run_1/clock_nets.png
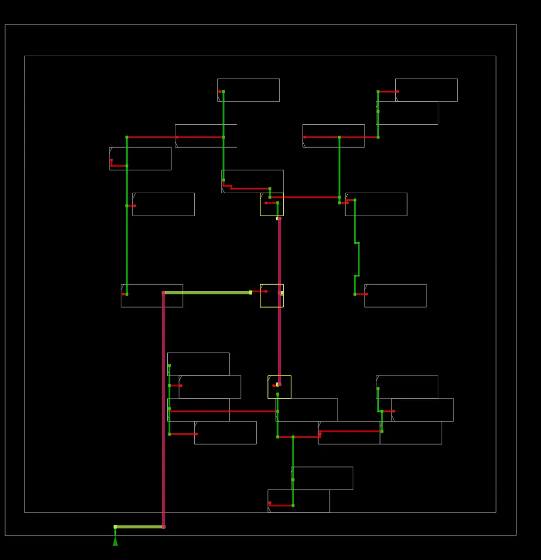
run_1/clock_wires.png
The bar under the picture is 20 um long.
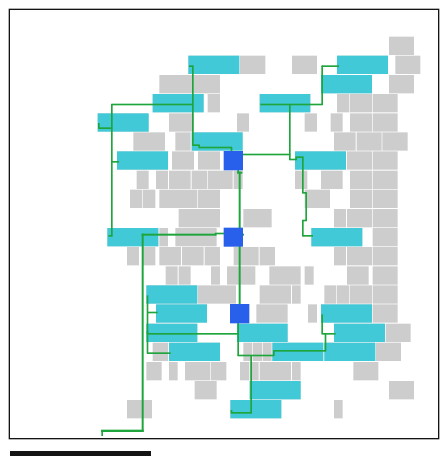
run_1/ff_map.png
Other sequential cells in the stronger gray, the rest of the logic in the fainter gray.
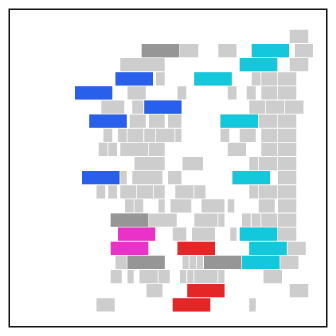
`config.mk`:
```
export PLATFORM = sky130hd
export DESIGN_NAME = output_switch
export DESIGN_NICKNAME = d
export VERILOG_FILES = /design/src/rtl/output_switch_pkg.sv /design/src/rtl/ctr_filter.sv /design/src/rtl/output_switch.sv
export SDC_FILE = /design/constraint.sdc
export NUM_CORES = 1
export LEC_CHECK = 0
export CELL_PAD_IN_SITES_DETAIL_PLACEMENT = 0
export CELL_PAD_IN_SITES_GLOBAL_PLACEMENT = 1
export CORE_MARGIN = 2
export CORE_UTILIZATION = 30
export DETAILED_ROUTE_END_ITERATION = 8
export GPL_TIMING_DRIVEN = 0
export PLACE_DENSITY = 0.75
export SLEW_MARGIN = 40
export SYNTH_ARGS = -nofsm -noshare
export SYNTH_HDL_FRONTEND = slang
export SYNTH_SLANG_ARGS = --single-unit
```
`constraint.sdc`:
```
create_clock -name clk -period 3.1 [get_ports clk]
set_input_delay 0.31 -clock clk [delete_from_list [all_inputs] [get_ports clk]]
set_output_delay 0.31 -clock clk [all_outputs]
set_load 0.05 [all_outputs]
```
`src/rtl/output_switch_pkg.sv`:
```
// Shared definitions for the output_switch pin-ownership switch:
// default parameters, FSM state encoding and small state decode helpers.
package output_switch_pkg;

    localparam int unsigned DEF_WIDTH         = 8;
    localparam logic [7:0]  DEF_SAFE_VAL      = 8'hff;
    localparam int unsigned DEF_SYNC_STAGES   = 2;
    localparam int unsigned DEF_STABLE_CYCLES = 4;
    localparam int unsigned DEF_DEAD_CYCLES   = 16;

    localparam logic [1:0] ST_OWN_A     = 2'd0;
    localparam logic [1:0] ST_DEAD_TO_B = 2'd1;
    localparam logic [1:0] ST_OWN_B     = 2'd2;
    localparam logic [1:0] ST_DEAD_TO_A = 2'd3;

    typedef enum logic [1:0] {
        OWN_A     = ST_OWN_A,
        DEAD_TO_B = ST_DEAD_TO_B,
        OWN_B     = ST_OWN_B,
        DEAD_TO_A = ST_DEAD_TO_A
    } state_t;

    function automatic logic is_dead(input state_t s);
        return (s == DEAD_TO_B) || (s == DEAD_TO_A);
    endfunction

    // CPU B is the owner both while it owns the pins and while being switched to.
    function automatic logic owner_of(input state_t s);
        return (s == OWN_B) || (s == DEAD_TO_B);
    endfunction

endpackage

```
`src/rtl/ctr_filter.sv`:
```
// Synchronizes the asynchronous ctr_io select and accepts a change only
// after it has persisted for STABLE_CYCLES synchronized cycles.
module ctr_filter
    import output_switch_pkg::*;
#(
    parameter int unsigned SYNC_STAGES   = DEF_SYNC_STAGES,
    parameter int unsigned STABLE_CYCLES = DEF_STABLE_CYCLES
) (
    input  logic clk,
    input  logic rst,
    input  logic ctr_io,
    output logic filt_sel
);

    localparam int unsigned     CW       = $clog2(STABLE_CYCLES + 1);
    localparam logic [CW-1:0]   CNT_LAST = CW'(STABLE_CYCLES - 1);

    logic [SYNC_STAGES-1:0] sync_q;
    logic                   sync_sel;
    logic [CW-1:0]          cnt;

    assign sync_sel = sync_q[SYNC_STAGES-1];

    always_ff @(posedge clk) begin
        if (rst) begin
            sync_q   <= '0;
            cnt      <= '0;
            filt_sel <= 1'b0;
        end else begin
            sync_q <= {sync_q[SYNC_STAGES-2:0], ctr_io};
            if (sync_sel == filt_sel) begin
                cnt <= '0;
            end else if (cnt == CNT_LAST) begin
                // the edge on which the count would reach STABLE_CYCLES
                filt_sel <= sync_sel;
                cnt      <= '0;
            end else begin
                cnt <= cnt + CW'(1);
            end
        end
    end

endmodule

```
`src/rtl/output_switch.sv`:
```
// Glitch-free handover of a shared pin bus between CPU A and CPU B, with the
// pins parked at SAFE_VAL for a fixed dead time on every ownership change.
module output_switch
    import output_switch_pkg::*;
#(
    parameter int unsigned       WIDTH         = DEF_WIDTH,
    parameter logic [WIDTH-1:0]  SAFE_VAL      = WIDTH'(DEF_SAFE_VAL),
    parameter int unsigned       SYNC_STAGES   = DEF_SYNC_STAGES,
    parameter int unsigned       STABLE_CYCLES = DEF_STABLE_CYCLES,
    parameter int unsigned       DEAD_CYCLES   = DEF_DEAD_CYCLES
) (
    input  logic             clk,
    input  logic             rst,
    input  logic             ctr_io,
    input  logic [WIDTH-1:0] out_from_A,
    input  logic [WIDTH-1:0] out_from_B,
    output logic [WIDTH-1:0] output_pin,
    output logic             owner,
    output logic             switching
);

    localparam int unsigned   DW        = $clog2(DEAD_CYCLES + 1);
    localparam logic [DW-1:0] DEAD_LAST = DW'(DEAD_CYCLES - 1);

    logic          filt_sel;
    state_t        state, state_nxt;
    logic [DW-1:0] dead_cnt, dead_nxt;

    ctr_filter #(
        .SYNC_STAGES  (SYNC_STAGES),
        .STABLE_CYCLES(STABLE_CYCLES)
    ) u_ctr_filter (
        .clk     (clk),
        .rst     (rst),
        .ctr_io  (ctr_io),
        .filt_sel(filt_sel)
    );

    always_comb begin
        state_nxt = state;
        dead_nxt  = dead_cnt;
        unique case (state)
            OWN_A: begin
                if (filt_sel) begin
                    state_nxt = DEAD_TO_B;
                    dead_nxt  = '0;
                end
            end
            OWN_B: begin
                if (!filt_sel) begin
                    state_nxt = DEAD_TO_A;
                    dead_nxt  = '0;
                end
            end
            DEAD_TO_B: begin
                // a reversal restarts the full dead time toward the other CPU
                if (!filt_sel) begin
                    state_nxt = DEAD_TO_A;
                    dead_nxt  = '0;
                end else if (dead_cnt == DEAD_LAST) begin
                    state_nxt = OWN_B;
                    dead_nxt  = '0;
                end else begin
                    dead_nxt = dead_cnt + DW'(1);
                end
            end
            DEAD_TO_A: begin
                if (filt_sel) begin
                    state_nxt = DEAD_TO_B;
                    dead_nxt  = '0;
                end else if (dead_cnt == DEAD_LAST) begin
                    state_nxt = OWN_A;
                    dead_nxt  = '0;
                end else begin
                    dead_nxt = dead_cnt + DW'(1);
                end
            end
            default: begin
                state_nxt = DEAD_TO_A;
                dead_nxt  = '0;
            end
        endcase
    end

    // Outputs are registered from the next state so the pins change on the
    // same edge the FSM enters a state (1-cycle data latency in OWN states).
    always_ff @(posedge clk) begin
        if (rst) begin
            state      <= DEAD_TO_A;
            dead_cnt   <= '0;
            output_pin <= SAFE_VAL;
            owner      <= 1'b0;
            switching  <= 1'b1;
        end else begin
            state     <= state_nxt;
            dead_cnt  <= dead_nxt;
            owner     <= owner_of(state_nxt);
            switching <= is_dead(state_nxt);
            unique case (state_nxt)
                OWN_A:   output_pin <= out_from_A;
                OWN_B:   output_pin <= out_from_B;
                default: output_pin <= SAFE_VAL;
            endcase
        end
    end

endmodule

```
==> results.json, run 1 <==
{
  "p_comb_uw": 43.1,
  "syn_avg_cell_area_sq_um": 10.5,
  "r2r_slack_ns": 0.75,
  "holdBufCountCts": 0,
  "first_global_vias": 794,
  "top_power_group": "registers",
  "tap_cells": 44,
  "ys_area_sq_um": 970,
  "end_kind": "flop",
  "ir_drop_uv": 123,
  "critPathLaunch": "dead_cnt[0]",
  "wl_met1_um": 829,
  "path_depth": 8,
  "hold_class": "reg2reg",
  "ys_cells": 92,
  "fmax_ghz": 0.425,
  "coreArea_sq_mm": 0.00305,
  "seq_cell_count": 22,
  "min_to": "u_ctr_filter.cnt[0]",
  "ys_types": 32,
  "largest_register_ffs": 8,
  "cp_slowest_cell": "dfxtp_1",
  "seqCellArea_sq_um": 440,
  "syn_area_sq_um": 970,
  "drtPass1Iterations": 2,
  "met3_length_um": 127,
  "die-area_sq_mm": 0.00370,
  "finalCritPeriodShare_pct": 75.9,
  "cpMostUsedCell": "ha_1",
  "clk_pin_slew_ns": 0.11,
  "swShare_pct": 20.4,
  "slew_headroom_pct": 58.6,
  "cellPowerDensity_mw_per_mm2": 345,
  "synthFlopType": "dfxtp_1",
  "comb_area_share_pct": 36.4,
  "async_reset_ff_share_pct": 0,
  "cts_tree": "built",
  "crit_fanout": 8,
  "power.share.clock_pct": 26.3,
  "die_w_um": 60.9,
  "status": "completed",
  "syn_to_final_growth_pct": 35.9,
  "p_int_uw": 362,
  "dp_hpwl_um": 1530,
  "top_area_share_pct": 45.4,
  "logic_gates": 59,
  "seqPwrFrac_pct": 64.2,
  "leakage_uw": 0.000540,
  "cts_inserted_buffers": 3,
  "yosys.area.top_type": "dfxtp_1",
  "path_cells": "ha_1, nand4b_4, mux2_4, mux2_2, ha_1, buf_1, a221oi_1, o21ai_0",
  "grt_usage_pct": 12.0,
  "ys_sh_simple_pct": 14.5,
  "antenna_found_initial": 0,
  "top_register": "output_pin",
  "seq-power_uw": 292,
  "post-place-ws_ns": 0.771,
  "holdWs_ns": 0.429,
  "comb_area_sq_um": 479,
  "r2r-start": "dead_cnt[0]",
  "cp_num_buf_inv": 1,
  "synthAoiAreaFrac_pct": 19.4,
  "rows": 20,
  "grt_busiest_layer": "met2",
  "routed-wl-met2_um": 973,
  "seq_share_pct": 33.4,
  "clk_share_pct": 1.71,
  "grt_setup_unrepaired": "false",
  "ant_nets": 0,
  "routed_wl_um": 1980,
  "portBuffers": 27,
  "mux_share_pct": 4.77,
  "cts_setup_buffers": 0,
  "buffer_area_share_pct": 22.9,
  "mostFrequentLayoutCells": "clkdlybuf4s50_1, dfxtp_1, o21ai_0, a221oi_1",
  "ys_sh_xor_pct": 4.39,
  "syn_nets": 116,
  "fillCellCount": 305,
  "hold_violations": 0,
  "numSynthFlops": 22,
  "p_switching_uw": 93.0,
  "enable_flop_cells": 0,
  "cts_root_buffer": "clkbuf_4",
  "worst_pin_slew_ns": 0.616,
  "postSynthSeqShare_pct": 45.4,
  "diodes": 0,
  "met1_usage_pct": 11.8,
  "warning_count": 27,
  "cp_top_family": "multiplexers",
  "maxSlewViolCount": 0,
  "arrival_ns": 2.52,
  "worstPathRequired_ns": 3.27,
  "top_logic_kind": "AND-OR/OR-AND gates",
  "place_area_sq_mm": 0.00129,
  "setup_viol": 0,
  "final_cells": 166,
  "final_area_sq_mm": 0.00132,
  "synthesis.instances": 92,
  "htreeDepth": 1,
  "dp.cells": 163,
  "inverters": 5,
  "setup_tns_ns": 0,
  "buffers": 33,
  "reg_top3": "output_pin: 8 flops, dead_cnt: 5 flops, u_ctr_filter.cnt: 3 flops",
  "drv_cap": 0,
  "final_util_pct": 43.2,
  "io_pins": 29,
  "fp_util_pct": 31.8,
  "criticalPathCategory": "reg2reg",
  "drc": 0,
  "finalPower_uw": 455,
  "cts_resized": 0,
  "synth_adder_area_share_pct": 6.45,
  "common_cells": "dfxtp_1, o21ai_0, a221oi_1",
  "nClkBuffers": 3,
  "period_minus_slack_ns": 2.35,
  "met3_usage_pct": 2.56,
  "nNetsFinal": 148,
  "layout_setup_ws_ns": 0.748,
  "lay_top_count": "clkdlybuf4s50_1",
  "cts_buffer_depth": 2,
  "vias": 801,
  "top_cells_by_area": "dfxtp_1, a221oi_1, ha_1",
  "grt_first_pass_wirelength_um": 3310,
  "crit_path_start_kind": "flop",
  "drive_gt1_share_pct": 10.7,
  "grt_remaining_overflow": 0,
  "met2_usage_pct": 23.0,
  "r2r_end": "output_pin[1]",
  "drtIter0Drc": 34,
  "top_area_cell_class": "combinational gates",
  "r2r_cells": 8,
  "min_from": "u_ctr_filter.cnt[0]",
  "clock_latency_ns": 0.30
}
## Picture notes: clock_nets.png
Clock net power: 120 uW
Worst Clk Skew: 0.0138 ns
CTS Sinks: 22

## Picture notes: clock_wires.png
[blue] clock-net drivers | count: 3
[green] clock wires | length: 234 um
[cyan] flip-flops | count: 22
routed clock nets	4

## Picture notes: ff_map.png
color	name in the netlist	flops
blue	dead_cnt	5
cyan	output_pin	8
red	u_ctr_filter.cnt	3
magenta	u_ctr_filter.sync_q	2

==> run 2, diff against run 1 <==
--- a/config.mk
+++ b/config.mk
@@ -11,7 +11,7 @@
 export CORE_UTILIZATION = 30
 export DETAILED_ROUTE_END_ITERATION = 8
 export GPL_TIMING_DRIVEN = 0
-export PLACE_DENSITY = 0.75
+export PLACE_DENSITY = 0.77
 export SLEW_MARGIN = 40
 export SYNTH_ARGS = -nofsm -noshare
 export SYNTH_HDL_FRONTEND = slang
==> constraint.sdc (replaced) <==
create_clock -name clk -period 2 [get_ports clk]
set_input_delay 0.2 -clock clk [delete_from_list [all_inputs] [get_ports clk]]
set_output_delay 0.2 -clock clk [all_outputs]
set_load 0.05 [all_outputs]
==> run 2 against run 1 <==
Effect of this change: design area is 10% higher; cell count is 2.4% higher; global-route usage is 1.9 points higher; maximum frequency is 21% higher; combinational power is 94% higher; die area stayed put; first-iteration DRC count is 88% lower.
==> results.json, run 2 <==
{
  "finalPower_uw": 783,
  "numSynthFlops": 22,
  "inverters": 5,
  "end_kind": "flop",
  "ys_sh_xor_pct": 4.39,
  "antenna_found_initial": 0,
  "worstPathRequired_ns": 2.20,
  "drtPass1Iterations": 4,
  "clk_pin_slew_ns": 0.13,
  "seq_cell_count": 22,
  "p_switching_uw": 172,
  "async_reset_ff_share_pct": 0,
  "cts.sinks": 22,
  "p_comb_uw": 83.7,
  "cts_root_buffer": "clkbuf_4",
  "syn_to_final_growth_pct": 49.8,
  "syn_nets": 116,
  "seq-power_uw": 453,
  "logic_gates": 59,
  "met3_length_um": 146,
  "holdWs_ns": 0.325,
  "holdBufCountCts": 0,
  "cp_num_buf_inv": 0,
  "p_int_uw": 611,
  "first_global_vias": 836,
  "seqCellArea_sq_um": 449,
  "path_depth": 7,
  "syn_avg_cell_area_sq_um": 10.5,
  "syn_area_sq_um": 970,
  "power.share.clock_pct": 31.4,
  "cts_resized": 9,
  "arrival_ns": 2.14,
  "ir_drop_uv": 306,
  "ys_sh_simple_pct": 14.5,
  "mostFrequentLayoutCells": "clkdlybuf4s50_1, dfxtp_1, a221oi_2, o21ai_1",
  "lay_top_count": "clkdlybuf4s50_1",
  "largest_register_ffs": 8,
  "fmax_ghz": 0.514,
  "hold_violations": 0,
  "seq_share_pct": 30.9,
  "vias": 838,
  "leakage_uw": 0.000586,
  "grt_usage_pct": 13.9,
  "period_minus_slack_ns": 1.95,
  "seqPwrFrac_pct": 57.9,
  "min_from": "rst",
  "synthAoiAreaFrac_pct": 19.4,
  "hold_class": "in2reg",
  "r2r_cells": 7,
  "r2r-start": "dead_cnt[0]",
  "routed-wl-met2_um": 1170,
  "top_power_group": "registers",
  "final_cells": 170,
  "top_area_cell_class": "combinational gates",
  "dp.cells": 163,
  "cts_buffer_depth": 2,
  "drive_gt1_share_pct": 28.6,
  "dp_hpwl_um": 1570,
  "worst_pin_slew_ns": 0.611,
  "comb_area_sq_um": 558,
  "setup_tns_ns": 0,
  "status": "completed",
  "cts_inserted_buffers": 3,
  "final_area_sq_mm": 0.00145,
  "path_cells": "ha_4, nand4b_4, mux2_4, mux2_2, ha_4, a221oi_1, o21ai_1",
  "grt_first_pass_wirelength_um": 3770,
  "die_w_um": 60.9,
  "top_area_share_pct": 45.4,
  "die-area_sq_mm": 0.00370,
  "r2r_end": "output_pin[0]",
  "maxSlewViolCount": 0,
  "drtIter0Drc": 4,
  "grt_busiest_layer": "met2",
  "synthesis.instances": 92,
  "tap_cells": 44,
  "final_util_pct": 47.6,
  "io_pins": 29,
  "cts_tree": "built",
  "nNetsFinal": 151,
  "top_logic_kind": "AND-OR/OR-AND gates",
  "skew_ns": 0.00942,
  "warning_count": 27
}
run_2/ff_map.png
Other sequential cells in the stronger gray, the rest of the logic in the fainter gray.
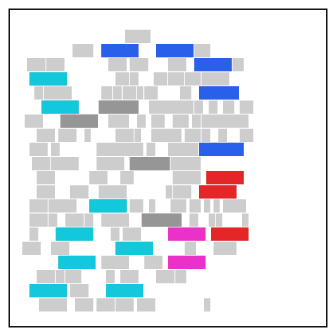
color	name in the netlist	flops
cyan	output_pin	8
red	u_ctr_filter.cnt	3
magenta	u_ctr_filter.sync_q	2
blue	dead_cnt	5

run_2/clock_nets.png
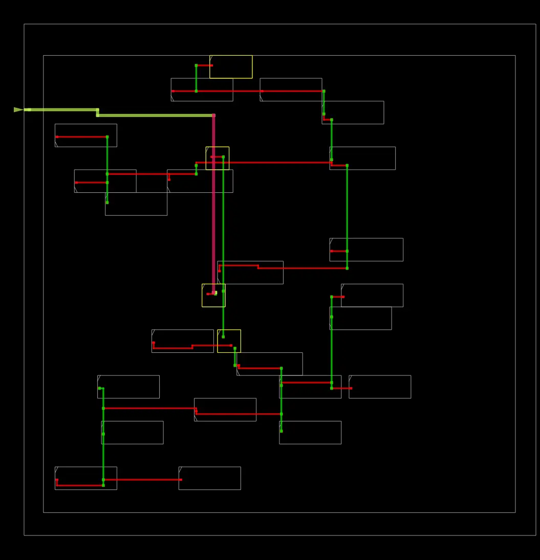
Clock net power: 246 uW
clk ins delay skew pair: 0.30 ns

==> run 3, diff against run 2 <==
--- a/config.mk
+++ b/config.mk
@@ -10,6 +10,7 @@
 export CORE_MARGIN = 2
 export CORE_UTILIZATION = 30
 export DETAILED_ROUTE_END_ITERATION = 8
+export GPL_ROUTABILITY_DRIVEN = 0
 export GPL_TIMING_DRIVEN = 0
 export PLACE_DENSITY = 0.77
 export SLEW_MARGIN = 40
run_3/clock_wires.png
The bar under the picture is 20 um long.
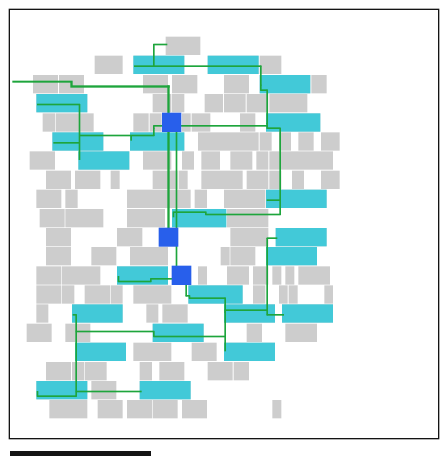
[cyan] flip-flops | count: 22
[green] clock wires | length: 275 um
[blue] clock-net drivers | count: 3
routed clock nets	4

run_3/layers.png
The bar under the picture is 20 um long.
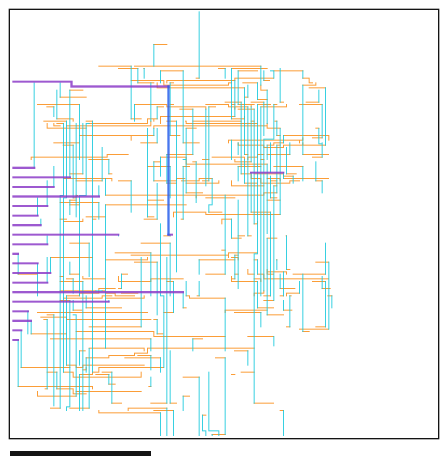
color	layer	wire length
blue	M4	21.1 um
cyan	M2	1170 um
purple	M3	147 um
orange	M1	994 um

==> run 3 against run 2 <==
Effect of this change: critical path depth is the same; clock power is essentially flat; combinational power is essentially flat; critical endpoint unchanged; largest power group unchanged.
==> results.json, run 3 <==
{
  "comb_area_share_pct": 38.4,
  "drtPass1Iterations": 4,
  "finalPower_uw": 783,
  "path_cells": "ha_4, nand4b_4, mux2_4, mux2_2, ha_4, a221oi_1, o21ai_1",
  "drtIter0Drc": 4,
  "power.share.clock_pct": 31.4,
  "tap_cells": 44,
  "syn_avg_cell_area_sq_um": 10.5,
  "buffers": 36,
  "final_area_sq_mm": 0.00145,
  "yosys.area.top_type": "dfxtp_1",
  "arrival_ns": 2.14,
  "first_global_vias": 836,
  "cp_num_buf_inv": 0,
  "top_logic_kind": "AND-OR/OR-AND gates",
  "cp_top_family": "multiplexers",
  "die-area_sq_mm": 0.00370,
  "ys_area_sq_um": 970,
  "p_int_uw": 611,
  "fillCellCount": 332,
  "synthFlopType": "dfxtp_1",
  "r2r-start": "dead_cnt[0]",
  "setup_tns_ns": 0,
  "grt_usage_pct": 13.9,
  "dp_hpwl_um": 1570,
  "cts_resized": 9,
  "nClkBuffers": 4,
  "dp.cells": 163,
  "pg_clk_uw": 246,
  "holdWs_ns": 0.325,
  "min_to": "u_ctr_filter.sync_q[0]",
  "syn_to_final_growth_pct": 49.8,
  "grt_remaining_overflow": 0,
  "synthAoiAreaFrac_pct": 19.4,
  "die_w_um": 60.9,
  "top_power_group": "registers",
  "skew_ns": 0.00942,
  "status": "completed",
  "cellPowerDensity_mw_per_mm2": 539,
  "finalCritPeriodShare_pct": 97.4,
  "syn_nets": 116,
  "r2r_slack_ns": 0.05,
  "crit_fanout": 8,
  "ant_nets": 0,
  "seqCellArea_sq_um": 449,
  "worstPathRequired_ns": 2.20,
  "end_kind": "flop",
  "cts_buffer_depth": 2,
  "clock_latency_ns": 0.30,
  "nNetsFinal": 151,
  "lay_top_count": "clkdlybuf4s50_1",
  "slew_headroom_pct": 59.3,
  "crit_path_start_kind": "flop",
  "p_comb_uw": 83.7,
  "place_area_sq_mm": 0.00131,
  "htreeDepth": 1,
  "met1_usage_pct": 16.7,
  "seqPwrFrac_pct": 57.9,
  "synthesis.instances": 92,
  "layout_setup_ws_ns": 0.0530,
  "r2r_cells": 7,
  "numSynthFlops": 22,
  "top_cells_by_area": "dfxtp_1, a221oi_1, ha_1",
  "min_from": "rst",
  "leakage_uw": 0.000586,
  "routed_wl_um": 2330,
  "seq-power_uw": 453,
  "cts_root_buffer": "clkbuf_4",
  "fmax_ghz": 0.514,
  "fp_util_pct": 31.8,
  "warning_count": 27,
  "mux_share_pct": 4.77,
  "portBuffers": 27,
  "post-place-ws_ns": -0.235,
  "ir_drop_uv": 306,
  "synth_adder_area_share_pct": 6.45,
  "syn_area_sq_um": 970,
  "postSynthSeqShare_pct": 45.4,
  "clk_share_pct": 2.50,
  "comb_area_sq_um": 558,
  "path_depth": 7,
  "grt_first_pass_wirelength_um": 3770,
  "met2_usage_pct": 23.3,
  "p_switching_uw": 172,
  "logic_gates": 59,
  "ys_types": 32,
  "ys_cells": 92,
  "antenna_found_initial": 0,
  "enable_flop_cells": 0,
  "top_register": "output_pin",
  "met3_usage_pct": 3.84,
  "critPathLaunch": "dead_cnt[0]",
  "hold_class": "in2reg",
  "top_area_share_pct": 45.4,
  "criticalPathCategory": "reg2reg",
  "maxSlewViolCount": 0,
  "drive_gt1_share_pct": 28.6,
  "async_reset_ff_share_pct": 0,
  "met3_length_um": 146,
  "io_pins": 29,
  "top_area_cell_class": "combinational gates",
  "coreArea_sq_mm": 0.00305,
  "inverters": 5
}
Power figures rest on the tool's default switching activity, not on a simulated workload.
